==> config.mk <==
export PLATFORM = sky130hd
export DESIGN_NAME = butterfly_adder_pipe_flat
export DESIGN_NICKNAME = d
export VERILOG_FILES = /design/src/rtl/fft_pkg.sv /design/src/rtl/butterfly_adder_pipe_if.sv /design/src/rtl/butterfly_adder_pipe_cplx_sat_add.sv /design/src/rtl/butterfly_adder_pipe.sv /design/src/flat_wrapper.sv
export SDC_FILE = /design/constraint.sdc
export NUM_CORES = 1
export LEC_CHECK = 0
export ABC_AREA = 0
export ABC_CLOCK_PERIOD_IN_PS = 4800
export CORE_ASPECT_RATIO = 0.75
export CORE_UTILIZATION = 45
export DETAILED_ROUTE_END_ITERATION = 7
export GPL_ROUTABILITY_DRIVEN = 0
export PLACE_DENSITY = 0.7
export SLEW_MARGIN = 20
export SYNTH_ARGS = -nofsm -noshare
export SYNTH_HDL_FRONTEND = slang
export SYNTH_SLANG_ARGS = --single-unit
export TNS_END_PERCENT = 100
==> constraint.sdc <==
create_clock -name clk -period 4.8 [get_ports clk]
set_input_delay 1.44 -clock clk [delete_from_list [all_inputs] [get_ports clk]]
set_output_delay 1.44 -clock clk [all_outputs]
set_load 0.02 [all_outputs]
==> src/rtl/fft_pkg.sv <==
// Shared FFT datapath types: butterfly mode encoding and the scale/saturate helper
// used by every complex adder lane.
package fft_pkg;

    typedef enum logic {
        MODE_BFLY = 1'b0,
        MODE_MOD  = 1'b1
    } mode_e;

    // Widest sample the helper supports; sums carry one extra guard bit.
    localparam int unsigned MAX_W = 32;
    localparam int unsigned SUM_W = MAX_W + 1;

    typedef logic signed [SUM_W-1:0] sum_t;

    typedef struct packed {
        logic signed [MAX_W-1:0] val;
        logic                    ovf;
    } sat_t;

    // Halve (optionally round-half-up) or clip a w+1-bit sum back into w bits.
    function automatic sat_t sat_round(input sum_t sum, input int unsigned w,
                                       input logic scale, input logic rnd);
        sat_t r;
        sum_t hi;
        sum_t lo;
        sum_t t;
        hi = (sum_t'(1) <<< (w - 1)) - sum_t'(1);
        lo = -(sum_t'(1) <<< (w - 1));
        r  = '0;
        t  = sum;
        if (scale) begin
            t = (sum + (rnd ? sum_t'(1) : sum_t'(0))) >>> 1;
        end else if (sum > hi) begin
            t     = hi;
            r.ovf = 1'b1;
        end else if (sum < lo) begin
            t     = lo;
            r.ovf = 1'b1;
        end
        r.val = t[MAX_W-1:0];
        return r;
    endfunction

endpackage

==> src/rtl/butterfly_adder_pipe_if.sv <==
// Input-triple and output-pair handshake bundle for butterfly_adder_pipe.
interface butterfly_adder_pipe_if #(
    parameter int unsigned bit_width = 16
);
    logic                        in_valid;
    logic                        in_ready;
    logic                        en_modify;
    logic                        scale;
    logic signed [bit_width-1:0] xin1, yin1, xin2, yin2, xin3, yin3;
    logic                        out_valid;
    logic                        out_ready;
    logic signed [bit_width-1:0] xout1, yout1, xout2, yout2;
    logic                        ovf;
    logic                        ovf_clr;

    modport master (
        output in_valid, en_modify, scale, xin1, yin1, xin2, yin2, xin3, yin3,
        output out_ready, ovf_clr,
        input  in_ready, out_valid, xout1, yout1, xout2, yout2, ovf
    );

    modport slave (
        input  in_valid, en_modify, scale, xin1, yin1, xin2, yin2, xin3, yin3,
        input  out_ready, ovf_clr,
        output in_ready, out_valid, xout1, yout1, xout2, yout2, ovf
    );
endinterface

==> src/rtl/butterfly_adder_pipe_cplx_sat_add.sv <==
// One complex add/subtract lane with optional halving and saturation.
module cplx_sat_add
    import fft_pkg::*;
#(
    parameter int unsigned bit_width = 16,
    parameter bit          ROUND     = 1'b1
) (
    input  logic signed [bit_width-1:0] re_a,
    input  logic signed [bit_width-1:0] im_a,
    input  logic signed [bit_width-1:0] re_b,
    input  logic signed [bit_width-1:0] im_b,
    input  logic                        sub,
    input  logic                        scale,
    output logic signed [bit_width-1:0] re_s,
    output logic signed [bit_width-1:0] im_s,
    output logic                        ovf
);
    sum_t re_sum;
    sum_t im_sum;
    sat_t re_r;
    sat_t im_r;

    always_comb begin
        re_sum = sub ? sum_t'(re_a) - sum_t'(re_b) : sum_t'(re_a) + sum_t'(re_b);
        im_sum = sub ? sum_t'(im_a) - sum_t'(im_b) : sum_t'(im_a) + sum_t'(im_b);
        re_r   = sat_round(re_sum, bit_width, scale, ROUND);
        im_r   = sat_round(im_sum, bit_width, scale, ROUND);
    end

    assign re_s = re_r.val[bit_width-1:0];
    assign im_s = im_r.val[bit_width-1:0];
    assign ovf  = re_r.ovf | im_r.ovf;

    generate
        if (bit_width < MAX_W) begin : g_hi
            logic unused_hi;
            assign unused_hi = ^{re_r.val[MAX_W-1:bit_width], im_r.val[MAX_W-1:bit_width]};
        end
    endgenerate
endmodule

==> src/rtl/butterfly_adder_pipe.sv <==
// Two-stage registered FFT butterfly adder with valid/ready backpressure,
// optional divide-by-2 scaling, saturation and a sticky overflow flag.
module butterfly_adder_pipe
    import fft_pkg::*;
#(
    parameter int unsigned bit_width = 16,
    parameter bit          ROUND     = 1'b1
) (
    input logic                  clk,
    input logic                  rst_n,
    butterfly_adder_pipe_if.slave bus
);
    logic                        s1_valid;
    mode_e                       s1_mode;
    logic                        s1_scale;
    logic signed [bit_width-1:0] s1_x1, s1_y1, s1_x2, s1_y2, s1_x3, s1_y3;

    logic                        s2_adv;
    logic                        in_ready;
    logic                        s2_load;

    logic signed [bit_width-1:0] sum_x, sum_y, dif_x, dif_y;
    logic                        sum_ovf, dif_ovf;
    logic signed [bit_width-1:0] dif_bx, dif_by;
    logic                        dif_sub;

    // S1 advances exactly when S2 does, so in_ready never depends on in_valid.
    assign s2_adv       = !bus.out_valid || bus.out_ready;
    assign in_ready     = !s1_valid || s2_adv;
    assign bus.in_ready = in_ready;
    assign s2_load      = s2_adv && s1_valid;

    assign dif_bx  = (s1_mode == MODE_MOD) ? s1_x3 : s1_x2;
    assign dif_by  = (s1_mode == MODE_MOD) ? s1_y3 : s1_y2;
    assign dif_sub = (s1_mode == MODE_BFLY);

    cplx_sat_add #(.bit_width(bit_width), .ROUND(ROUND)) u_sum (
        .re_a (s1_x1),
        .im_a (s1_y1),
        .re_b (s1_x2),
        .im_b (s1_y2),
        .sub  (1'b0),
        .scale(s1_scale),
        .re_s (sum_x),
        .im_s (sum_y),
        .ovf  (sum_ovf)
    );

    cplx_sat_add #(.bit_width(bit_width), .ROUND(ROUND)) u_dif (
        .re_a (s1_x1),
        .im_a (s1_y1),
        .re_b (dif_bx),
        .im_b (dif_by),
        .sub  (dif_sub),
        .scale(s1_scale),
        .re_s (dif_x),
        .im_s (dif_y),
        .ovf  (dif_ovf)
    );

    always_ff @(posedge clk) begin
        if (!rst_n) begin
            s1_valid      <= 1'b0;
            s1_mode       <= MODE_BFLY;
            s1_scale      <= 1'b0;
            s1_x1         <= '0;
            s1_y1         <= '0;
            s1_x2         <= '0;
            s1_y2         <= '0;
            s1_x3         <= '0;
            s1_y3         <= '0;
            bus.out_valid <= 1'b0;
            bus.xout1     <= '0;
            bus.yout1     <= '0;
            bus.xout2     <= '0;
            bus.yout2     <= '0;
            bus.ovf       <= 1'b0;
        end else begin
            if (in_ready) begin
                s1_valid <= bus.in_valid;
                if (bus.in_valid) begin
                    s1_mode  <= mode_e'(bus.en_modify);
                    s1_scale <= bus.scale;
                    s1_x1    <= bus.xin1;
                    s1_y1    <= bus.yin1;
                    s1_x2    <= bus.xin2;
                    s1_y2    <= bus.yin2;
                    s1_x3    <= bus.xin3;
                    s1_y3    <= bus.yin3;
                end
            end
            if (s2_adv) begin
                bus.out_valid <= s1_valid;
            end
            if (s2_load) begin
                bus.xout1 <= sum_x;
                bus.yout1 <= sum_y;
                bus.xout2 <= dif_x;
                bus.yout2 <= dif_y;
            end
            // A clip on the same cycle as ovf_clr wins over the clear.
            if (bus.ovf_clr) begin
                bus.ovf <= 1'b0;
            end
            if (s2_load && (sum_ovf || dif_ovf)) begin
                bus.ovf <= 1'b1;
            end
        end
    end
endmodule
==> src/flat_wrapper.sv <==
// flat-port wrapper written by rule: the top's interface ports become plain ports
module butterfly_adder_pipe_flat import fft_pkg::*;
#(
    parameter int unsigned bit_width = 16,
    parameter bit          ROUND     = 1'b1
)
  (clk, rst_n, bus_in_valid, bus_en_modify, bus_scale, bus_xin1, bus_yin1, bus_xin2, bus_yin2, bus_xin3, bus_yin3, bus_out_ready, bus_ovf_clr, bus_in_ready, bus_out_valid, bus_xout1, bus_yout1, bus_xout2, bus_yout2, bus_ovf);
  butterfly_adder_pipe_if #(.bit_width(bit_width)) bus_i ();
  input logic clk;
  input logic rst_n;
  input wire logic [$bits(bus_i.in_valid)-1:0] bus_in_valid;
  input wire logic [$bits(bus_i.en_modify)-1:0] bus_en_modify;
  input wire logic [$bits(bus_i.scale)-1:0] bus_scale;
  input wire logic [$bits(bus_i.xin1)-1:0] bus_xin1;
  input wire logic [$bits(bus_i.yin1)-1:0] bus_yin1;
  input wire logic [$bits(bus_i.xin2)-1:0] bus_xin2;
  input wire logic [$bits(bus_i.yin2)-1:0] bus_yin2;
  input wire logic [$bits(bus_i.xin3)-1:0] bus_xin3;
  input wire logic [$bits(bus_i.yin3)-1:0] bus_yin3;
  input wire logic [$bits(bus_i.out_ready)-1:0] bus_out_ready;
  input wire logic [$bits(bus_i.ovf_clr)-1:0] bus_ovf_clr;
  output wire logic [$bits(bus_i.in_ready)-1:0] bus_in_ready;
  output wire logic [$bits(bus_i.out_valid)-1:0] bus_out_valid;
  output wire logic [$bits(bus_i.xout1)-1:0] bus_xout1;
  output wire logic [$bits(bus_i.yout1)-1:0] bus_yout1;
  output wire logic [$bits(bus_i.xout2)-1:0] bus_xout2;
  output wire logic [$bits(bus_i.yout2)-1:0] bus_yout2;
  output wire logic [$bits(bus_i.ovf)-1:0] bus_ovf;
  assign bus_i.in_valid = bus_in_valid;
  assign bus_i.en_modify = bus_en_modify;
  assign bus_i.scale = bus_scale;
  assign bus_i.xin1 = bus_xin1;
  assign bus_i.yin1 = bus_yin1;
  assign bus_i.xin2 = bus_xin2;
  assign bus_i.yin2 = bus_yin2;
  assign bus_i.xin3 = bus_xin3;
  assign bus_i.yin3 = bus_yin3;
  assign bus_i.out_ready = bus_out_ready;
  assign bus_i.ovf_clr = bus_ovf_clr;
  assign bus_in_ready = bus_i.in_ready;
  assign bus_out_valid = bus_i.out_valid;
  assign bus_xout1 = bus_i.xout1;
  assign bus_yout1 = bus_i.yout1;
  assign bus_xout2 = bus_i.xout2;
  assign bus_yout2 = bus_i.yout2;
  assign bus_ovf = bus_i.ovf;
  butterfly_adder_pipe #(.bit_width(bit_width), .ROUND(ROUND)) u_core (.clk(clk), .rst_n(rst_n), .bus(bus_i));
endmodule
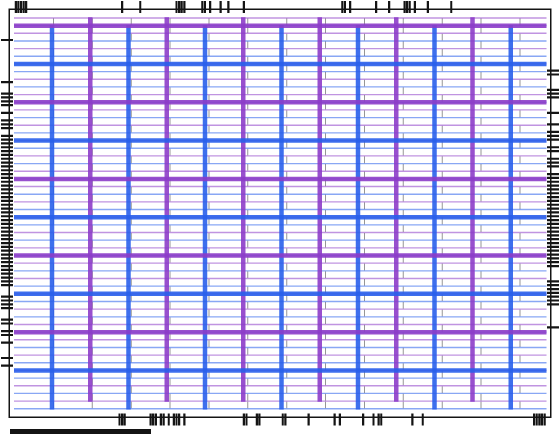
run_1/power_grid.png
The bar under the picture is 50 µm long. Pins as bars on the die edge. Tap cells in gray.
VSS -> blue
VDD -> purple
met5 straps = 10
signal pins = 170
tap cells = 344
met1 rails = 52
Worst VDD drop: 266 µV
Die H: 144 µm
Die X: 192 µm

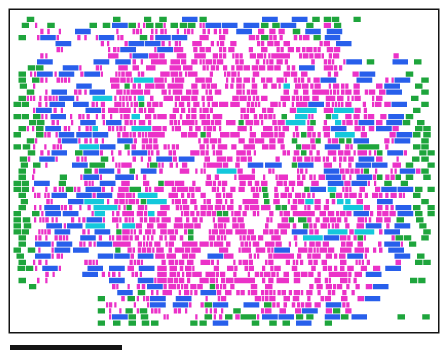
run_1/placement_by_type.png
The bar under the picture is 50 µm long.
combinational and other logic -> magenta  # cells 1345, share of their area 59%
flops -> blue  # cells 165, share of their area 23%
clock drivers and dummy loads -> cyan  # cells 32, share of their area 4.1%
other buffers and delay cells -> green  # cells 215, share of their area 14%
Final Instance Area: 15100 µm²
cell row count: 51
Core ar.: 26200 µm²
post-layout util: 57.6%
Seq/total area: 21.9%

==> run summary, run 1 <==
EDFF count, synth = 0
largest fanout on the critical path = 9
H-tree levels = 4
drt pass-1 iters = 6
vias in the first global route = 10900
DRC viols = 0
Top FF cell, synth = dfxtp_1
hold depth = 1
Worst slew margin = 27.9%
Simple-Gate Area Share = 22.2%
worst-path cell chain = mux2i_2 -> ha_2 -> or3b_2 -> o32a_4 -> nor3_2 -> xor2_1 -> o21ai_0 -> ha_1 -> nor3_1 -> a21oi_2 -> and3_1 -> a211oi_2 -> and4bb_2 -> nand2_1 -> o41ai_4 -> buf_6 -> a221oi_1 -> o31ai_1
Boundary Pins = 170
met3 wire length = 4250 µm
worst path arrival time = 5070 ps
status = finished clean
PwrDens = 341 nW/µm²
unique cell type count in the Yosys netlist = 97
initial antenna violation count = 1
comb area leader = AND-OR/OR-AND gates
P_leak = 6.00 nW
Synth mux share = 1.02%
Critical Path Start Type = register
WL/cell = 18.6 µm
unrepaired setup endpoints after global routing = yes
CTS sink cnt = 165
Nets = 1921
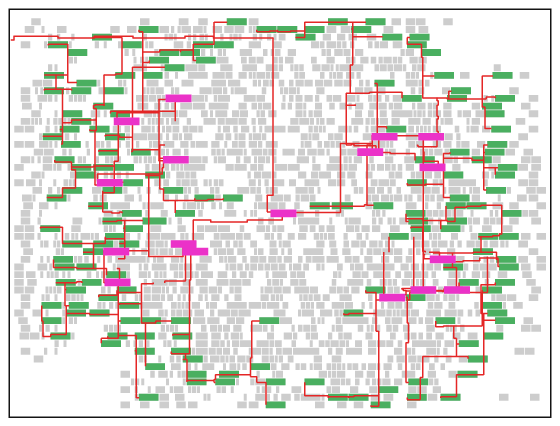
run_1/clk_routes.png
clock drivers -> magenta  # count 17
flip-flops -> green  # count 165
clock wires -> red  # length 2520 µm
routed clock nets = 18
Worst Skew: 12.5 ps
Clk. pwr: 0.00144 W
Clock power frac: 28.0%
Clk Latency, worst-skew pair: 450 ps

run 1: synthesized netlist by cell type (4+ instances only):
cell type  instances  share of area [%]
nand2_1          283                8.7
a21oi_1          201                8.3
dfxtp_1          165                 27
o21ai_0           94                3.9
nor2_1            77                2.4
xnor2_1           76                5.5
clkbuf_1          70                2.2
ha_1              70                7.2
xor2_1            50                3.6
inv_1             41                1.3
nor3_1            35                1.4
a22o_1            33                2.4
nand3_1           28                1.2
a21o_1            26                1.6
nand2b_1          22                1.1
o221ai_1          17                1.2
or3_1             17               0.88
and3_1            16               0.82
nor4_1            13               0.67
o21a_1            13               0.80
a211oi_1          12               0.74
o21ai_1           12               0.49
o211ai_1          11               0.68
a31oi_1           10               0.52
mux2i_1            9               0.74
nor2b_1            9               0.46
o21bai_1           9               0.56
a221oi_1           8               0.58
and2_1             8               0.41
and4_1             8               0.58
buf_2              8               0.33
nand4_1            8               0.41
a22oi_1            6               0.37
o31ai_1            6               0.37
or2_2              6               0.31
a32o_1             5               0.41
a211oi_2           4               0.41
fa_1               4               0.66
nand3b_1           4               0.25
o2111ai_1          4               0.29
or4_1              4               0.25
run 1: layout make-up:
type                            instances  area [µm²]  share of cell area (%)
Multi-Input combinational cell       1303        8510                    56.4
Sequential cell                       165        3310                    21.9
Clock buffer                           18         439                    2.91
Inverter                               42         158                    1.04
Tap cell                              344         430                    2.85
Timing Repair Buffer                  215        2090                    13.9
Antenna cell                            1        2.50                  0.0166
Clock inverter                         14         164                    1.08
run 1: registers in the layout (all words and copies together), names as in the netlist:
signal and count:
u_core.s1_y3 16, u_core.bus.xout2 16, u_core.s1_x3 16, u_core.s1_x2 16, u_core.bus.out_valid 1, u_core.bus.xout1 16, u_core.s1_valid 1, u_core.s1_y1 16
u_core.s1_x1 16, u_core.s1_mode 1, u_core.s1_y2 16, u_core.s1_scale 1, u_core.bus.yout1 16, u_core.bus.ovf 1, u_core.bus.yout2 16
run 1: through the flow:
step	utilization, %	total power (W)
final	57.6	0.00515
after global routing	57.6	0.00541
after CTS	56.7	0.00504
after detailed placement	54.4	0.00360
after global placement	54.4	0.00356
after floorplan	-	0.00292
run 1: where the power goes:
group,internal (W),switching [W]
Clock,0.000757,0.000683
Combinational,0.000895,0.00123
Sequential,0.00147,0.000107
Total,0.00313,0.00202
run 1: layout by cell type, fill, tap and decap left out, types with 13 or more instances in the layout:
master	count
ha_1	68
a22o_1	33
nor3_1	33
a21o_1	26
clkdlybuf4s50_1	169
o221ai_1	17
or3_1	17
inv_1	41
nand2_1	282
o21ai_1	19
dfxtp_1	163
nand2b_1	21
and3_1	16
buf_4	41
xnor2_1	75
nand3_1	28
xor2_1	48
a21oi_1	198
nor2_1	74
o21a_1	13
clkbuf_16	17
o21ai_0	86
run 1: per-layer routing:
| metal | vias up | global-route usage (%) |
|---|---|---|
| met1 | 5846 | 45.9 |
| met3 | 40 | 6.77 |
| met2 | 655 | 34.5 |
| met4 | 0 | 5.81 |
| li1 | 6077 | - |
| met5 | - | 0 |
run 1: timing repair:
item / in CTS / in global routing
setup endpoints to repair: 0 / 33
buffers inserted: 0 / 4
endpoints found under the hold margin: 0 / 0
gates resized: 0 / 42
hold buffers: 0 / 0
==> run 2: changes to the inputs <==
--- a/config.mk
+++ b/config.mk
@@ -7,7 +7,8 @@
 export LEC_CHECK = 0
 export ABC_AREA = 0
 export ABC_CLOCK_PERIOD_IN_PS = 4800
-export CORE_ASPECT_RATIO = 0.75
+export CAP_MARGIN = 20
+export CORE_ASPECT_RATIO = 1.75
 export CORE_UTILIZATION = 45
 export DETAILED_ROUTE_END_ITERATION = 7
 export GPL_ROUTABILITY_DRIVEN = 0
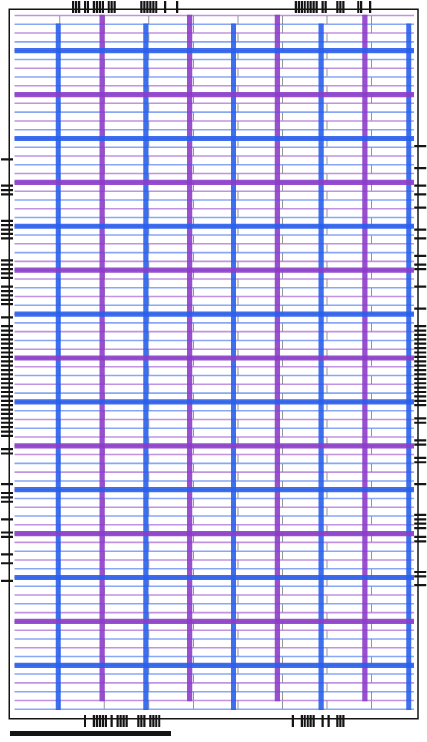
run_2/power_grid.png
The bar under the picture is 50 µm long. Pins as bars on the die edge. Tap cells in gray.
VSS -> blue
VDD -> purple
rows = 79
tap cells = 324
met4 straps = 9
met1 rails = 80
met5 straps = 15
Die H: 219 µm
Core ar.: 26600 µm²
Worst VDD drop: 293 µV
Die X: 126 µm

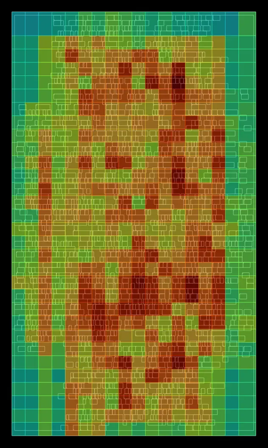
run_2/congestion.png
most used routing layer: met2
met2 Use GR: 43.1%

==> run 2 against run 1 <==
  * Hold slack worse by 8.8 ps
  * Synthesized area unchanged
  * Clock skew down 5.3 ps
  * Critical path depth is the same
  * Via count decreased by 2.8%
==> run summary, run 2 <==
PwrDens = 330 nW/µm² (-3.1%)
Internal Power = 0.00309 W (-1.2%)
unique cell type count in the Yosys netlist = 97 (unchanged)
Top FF cell, synth = dfxtp_1
Comb pwr share = 41.5% (about the same)
commonest non-fill, non-tap cell in the layout = nand2_1
Boundary Pins = 170 (unchanged)
ANT cells = 0 (-1)
most frequent cells in the layout = nand2_1 (281), a21oi_1 (199), clkdlybuf4s50_1 (169)
Top area cell types = dfxtp_1 (27%), nand2_1 (8.7%), a21oi_1 (8.3%), ha_1 (7.2%), xnor2_1 (5.5%)
Nets = 1920 (-0.052%)
unrepaired setup endpoints after global routing = yes
EDFF count, synth = 0 (unchanged)
Post-Place Cell Area = 14200 µm²
Clk Latency, worst-skew pair = 460 ps (about the same)
largest area contributor in the netlist = dfxtp_1
status = finished clean
Yosys warnings = 0
largest fanout on the critical path = 9 (unchanged)
CTS sink cnt = 165 (unchanged)
Critical Path Start Type = register
drt pass-1 iters = 5 (-1)
WL/cell = 17.2 µm (-7.1%)
cell row count = 79 (+55%)
Synth top area share = 27.2% (unchanged)
sequential share of power = 31.7% (+1.0 points)
Worst slew margin = 29.0% (+1.1 points)
most frequent cell after synthesis = nand2_1
H-tree levels = 4 (unchanged)
DRC viols = 0 (unchanged)
met1 Usage GRT = 33.3% (-13 points)
top cells by count = nand2_1 (283), a21oi_1 (201), dfxtp_1 (165)
Net Sw Power = 0.00186 W (-8.0%)
## run 2: kinds of logic (layout without fill, tap and decap cells)
logic type	count (synthesis)	count (layout)	synth area share, %
AND-OR/OR-AND	526	526	28.4
buffers and inverters	125	287	4.07
flip-flops	165	165	27.2
multiplexers	12	12	1.02
AND/OR/NAND/NOR	564	564	22.2
XOR/XNOR	127	127	9.22
adder cells (fa/ha/maj)	74	74	7.87
## run 2: metrics by stage
stage | hold WS (ps) | worst slack (ps) | setup TNS, ps | utilization, %
after floorplan | 436 | 53.1 | 0 | -
after global placement | 439 | 142 | 0 | 53.5
after detailed placement | 444 | 34.1 | 0 | 53.5
after CTS | 454 | 5.27 | 0 | 55.6
after global routing | 480 | -115 | -495 | 56.4
final | 448 | 133 | 0 | 56.4
## run 2: what timing repair did
| item | in CTS | in global routing |
|---|---|---|
| setup buffers | 0 | 6 |
| pin swaps | 1 | 6 |
| endpoints found under the setup margin | 1 | 33 |
| cloned | 0 | 0 |
| gates resized | 0 | 36 |
| hold buffers | 0 | 0 |
## run 2: final cells by class
type                       instances  area [µm²]  area share, %
inverter                          42         158           1.05
timing repair buffer             214        2050           13.7
clock inverter                    13         126          0.843
sequential                       165        3310           22.1
multi-input combinational       1303        8510           56.7
clock buffer                      18         439           2.93
tap                              324         405           2.70
## run 2: path summary, 6_finish.rpt
path                                           start  slack (ps)  cells after the start              endpoint
worst max-delay path                  u_core.s1_mode         130                     18  u_core.bus.xout2[10]
worst min-delay path            u_core.bus.xout2[15]         450                      2  u_core.bus.xout2[15]
worst max register to register        u_core.s1_mode         130                     18  u_core.bus.xout2[10]
worst min register to register  u_core.bus.xout2[15]         450                      2  u_core.bus.xout2[15]
## run 2: per-layer routing
| layer | vias to the layer above | part of all wire [%] | wire length (µm) |
|---|---|---|---|
| met5 | - | 0 | 0 |
| met4 | 0 | 3.4 | 1210 |
| met3 | 83 | 5.5 | 1960 |
| met2 | 466 | 47 | 17000 |
| met1 | 5649 | 44 | 15700 |
| li1 | 6068 | - | - |
## run 2: power groups by stage
stage	Combinational (W)	Sequential (W)	Clock (W)
after floorplan	0.00128	0.00164	0
after global placement	0.00191	0.00160	0
after detailed placement	0.00194	0.00160	0
after CTS	0.00195	0.00157	0.00134
after global routing	0.00224	0.00158	0.00139
final	0.00205	0.00157	0.00133
## run 2: critical path, stage by stage (launching register included)
cell	delay (ps)
dfxtp_4	390
mux2i_2	250
ha_2	230
or3b_2	490
o32a_1	390
nor3_1	210
xor2_1	170
o21ai_0	120
ha_2	380
inv_1	100
a21oi_2	200
a21oi_1	110
a211oi_2	260
and4bb_2	300
nand2_1	100
o41ai_4	340
buf_6	190
a221oi_1	90
o31ai_1	250
==> run 3: changes to the inputs <==
--- a/config.mk
+++ b/config.mk
@@ -7,7 +7,6 @@
 export LEC_CHECK = 0
 export ABC_AREA = 0
 export ABC_CLOCK_PERIOD_IN_PS = 4800
-export CAP_MARGIN = 20
 export CORE_ASPECT_RATIO = 1.75
 export CORE_UTILIZATION = 45
 export DETAILED_ROUTE_END_ITERATION = 7
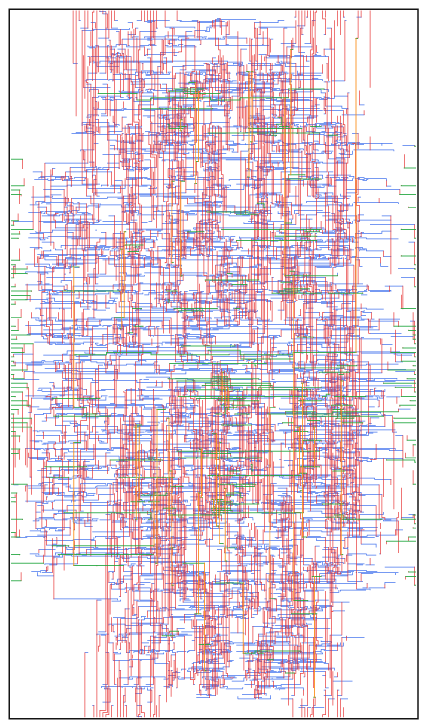
run_3/wires.png
metal 4 -> orange  # wire length 1210 µm
metal 2 -> red  # wire length 17000 µm
metal 1 -> blue  # wire length 15700 µm
metal 3 -> green  # wire length 1960 µm
WL/cell: 17.2 µm
vias: 12300
WL final: 35800 µm
global-route usage over all layers: 26.0%

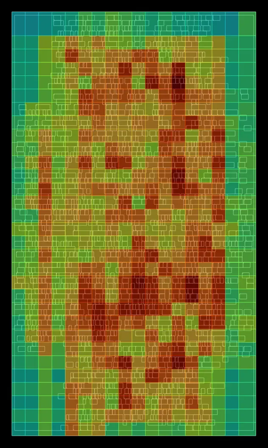
run_3/congestion.png
post-layout util: 56.4%
met1 Usage GRT: 33.3%
GRT met3 Usage: 3.41%

==> run 3 against run 2 <==
  * Die area is the same
  * Synthesized cell count did not move
  * Clock skew did not move
  * Sequential power hardly changed
  * Critical endpoint unchanged
==> run summary, run 3 <==
DRC viols = 0 (unchanged)
PwrDens = 330 nW/µm² (unchanged)
unrepaired setup endpoints after global routing = yes
Routed Antenna Nets = 0
most frequent cell after synthesis = nand2_1
most frequent cells in the layout = nand2_1 (281), a21oi_1 (199), clkdlybuf4s50_1 (169)
Worst slew margin = 29.0% (unchanged)
top cells by count = nand2_1 (283), a21oi_1 (201), dfxtp_1 (165)
cell row count = 79 (unchanged)
# hold bufs at CTS = 0 (unchanged)
largest fanout on the critical path = 9 (unchanged)
delay-heaviest family, CP = AND-OR/OR-AND gates
Top FF cell, synth = dfxtp_1
Slowest cell on crit path = or3b_2
Yosys warnings = 0 (unchanged)
H-tree levels = 4 (unchanged)
Top area cell types = dfxtp_1 (27%), nand2_1 (8.7%), a21oi_1 (8.3%), ha_1 (7.2%), xnor2_1 (5.5%)
Worst VDD drop = 293 µV (unchanged)
Clk Latency, worst-skew pair = 460 ps (about the same)
WP buf/inv = 2 (unchanged)
worst-path cell chain = mux2i_2 -> ha_2 -> or3b_2 -> o32a_1 -> nor3_1 -> xor2_1 -> o21ai_0 -> ha_2 -> inv_1 -> a21oi_2 -> a21oi_1 -> a211oi_2 -> and4bb_2 -> nand2_1 -> o41ai_4 -> buf_6 -> a221oi_1 -> o31ai_1
status = finished clean
Post-synth seq share = 27.2%
CP most frequent cell = ha_2
Final Hold Slack = 448 ps (unchanged)
drt pass-1 iters = 5 (unchanged)
crit-path max cell delay = 490 ps (about the same)
EDFF count, synth = 0 (unchanged)
Die X = 126 µm (unchanged)
CTS sink cnt = 165 (unchanged)
Fin. Hold Viols = 0
Die H = 219 µm (unchanged)
Place WS = 34.1 ps (unchanged)
Boundary Pins = 170 (unchanged)
Nets = 1920 (unchanged)
unique cell type count in the Yosys netlist = 97 (unchanged)
largest area contributor in the netlist = dfxtp_1
ANT cells = 0 (unchanged)
Synth top area share = 27.2% (unchanged)
Core ar. = 26600 µm² (unchanged)
commonest non-fill, non-tap cell in the layout = nand2_1
setup tns final = 0 ps (unchanged)
-- run 3: cell counts in the layout (fill, tap and decap cells not counted) --
No cell type changed its count.
-- run 3: metrics by stage --
step	area [µm²]	power [W]
final	15000	0.00495
after global routing	15000	0.00521
after CTS	14800	0.00486
after detailed placement	14200	0.00354
after global placement	14200	0.00350
after floorplan	12100	0.00292
-- run 3: kinds of logic after synthesis --
group	after synthesis	synth area share, %
AOI/OAI and AO/OA	526	28.4
xor gates and xnor gates	127	9.22
adders and majority gates	74	7.87
buffers and inverters	125	4.07
DFF	165	27.2
muxes	12	1.02
and+or+nand+nor	564	22.2
-- run 3: worst register-to-register path: cells and delay by family, from the launching register on --
family,cells,cell delay (ps)
AND-OR/OR-AND,8,1760
XOR/XNOR,1,170
adder cells (fa/ha/maj),2,610
buffers and inverters,2,300
flip-flops,1,390
multiplexers,1,250
AND/OR/NAND/NOR,4,1100
-- run 3: routing by layer --
layer / track usage [%] / wire length [µm] / up-vias
met5: 0 / 0 / -
met4: 12.2 / 1210 / 0
met3: 3.41 / 1960 / 83
met2: 43.1 / 17000 / 466
met1: 33.3 / 15700 / 5649
li1: - / - / 6068
-- run 3: cell type report --
| cell class | instances | area [µm²] |
|---|---|---|
| fillers | 2495 | 11600 |
| multi-input cells | 1303 | 8510 |
| flip-flops and latches | 165 | 3310 |
| repair buffers | 214 | 2050 |
| clock buffers | 18 | 439 |
| well taps | 324 | 405 |
| inverters | 42 | 158 |
| clock inverters | 13 | 126 |
-- run 3: worst paths after layout --
path                           to  cells past startpoint  slack (ps)            startpoint
min          u_core.bus.xout2[15]                      2         450  u_core.bus.xout2[15]
min reg2reg  u_core.bus.xout2[15]                      2         450  u_core.bus.xout2[15]
max          u_core.bus.xout2[10]                     18         130        u_core.s1_mode
max reg2reg  u_core.bus.xout2[10]                     18         130        u_core.s1_mode
-- run 3: timing repair --
action | 4_1_cts | 5_1_grt
endpoints found under the setup margin | 1 | 33
gates cloned | 0 | 0
resized | 0 | 36
pin swaps | 1 | 6
buffers inserted | 0 | 6
-- run 3: where the power goes --
| group | switching (W) | leakage (nW) | internal [W] |
|---|---|---|---|
| registers | 0.0000960 | 1.36 | 0.00147 |
| clock network | 0.000598 | 0.271 | 0.000730 |
| logic | 0.00117 | 4.33 | 0.000885 |
No activity file was given, so power comes from the tool's default toggle rates.
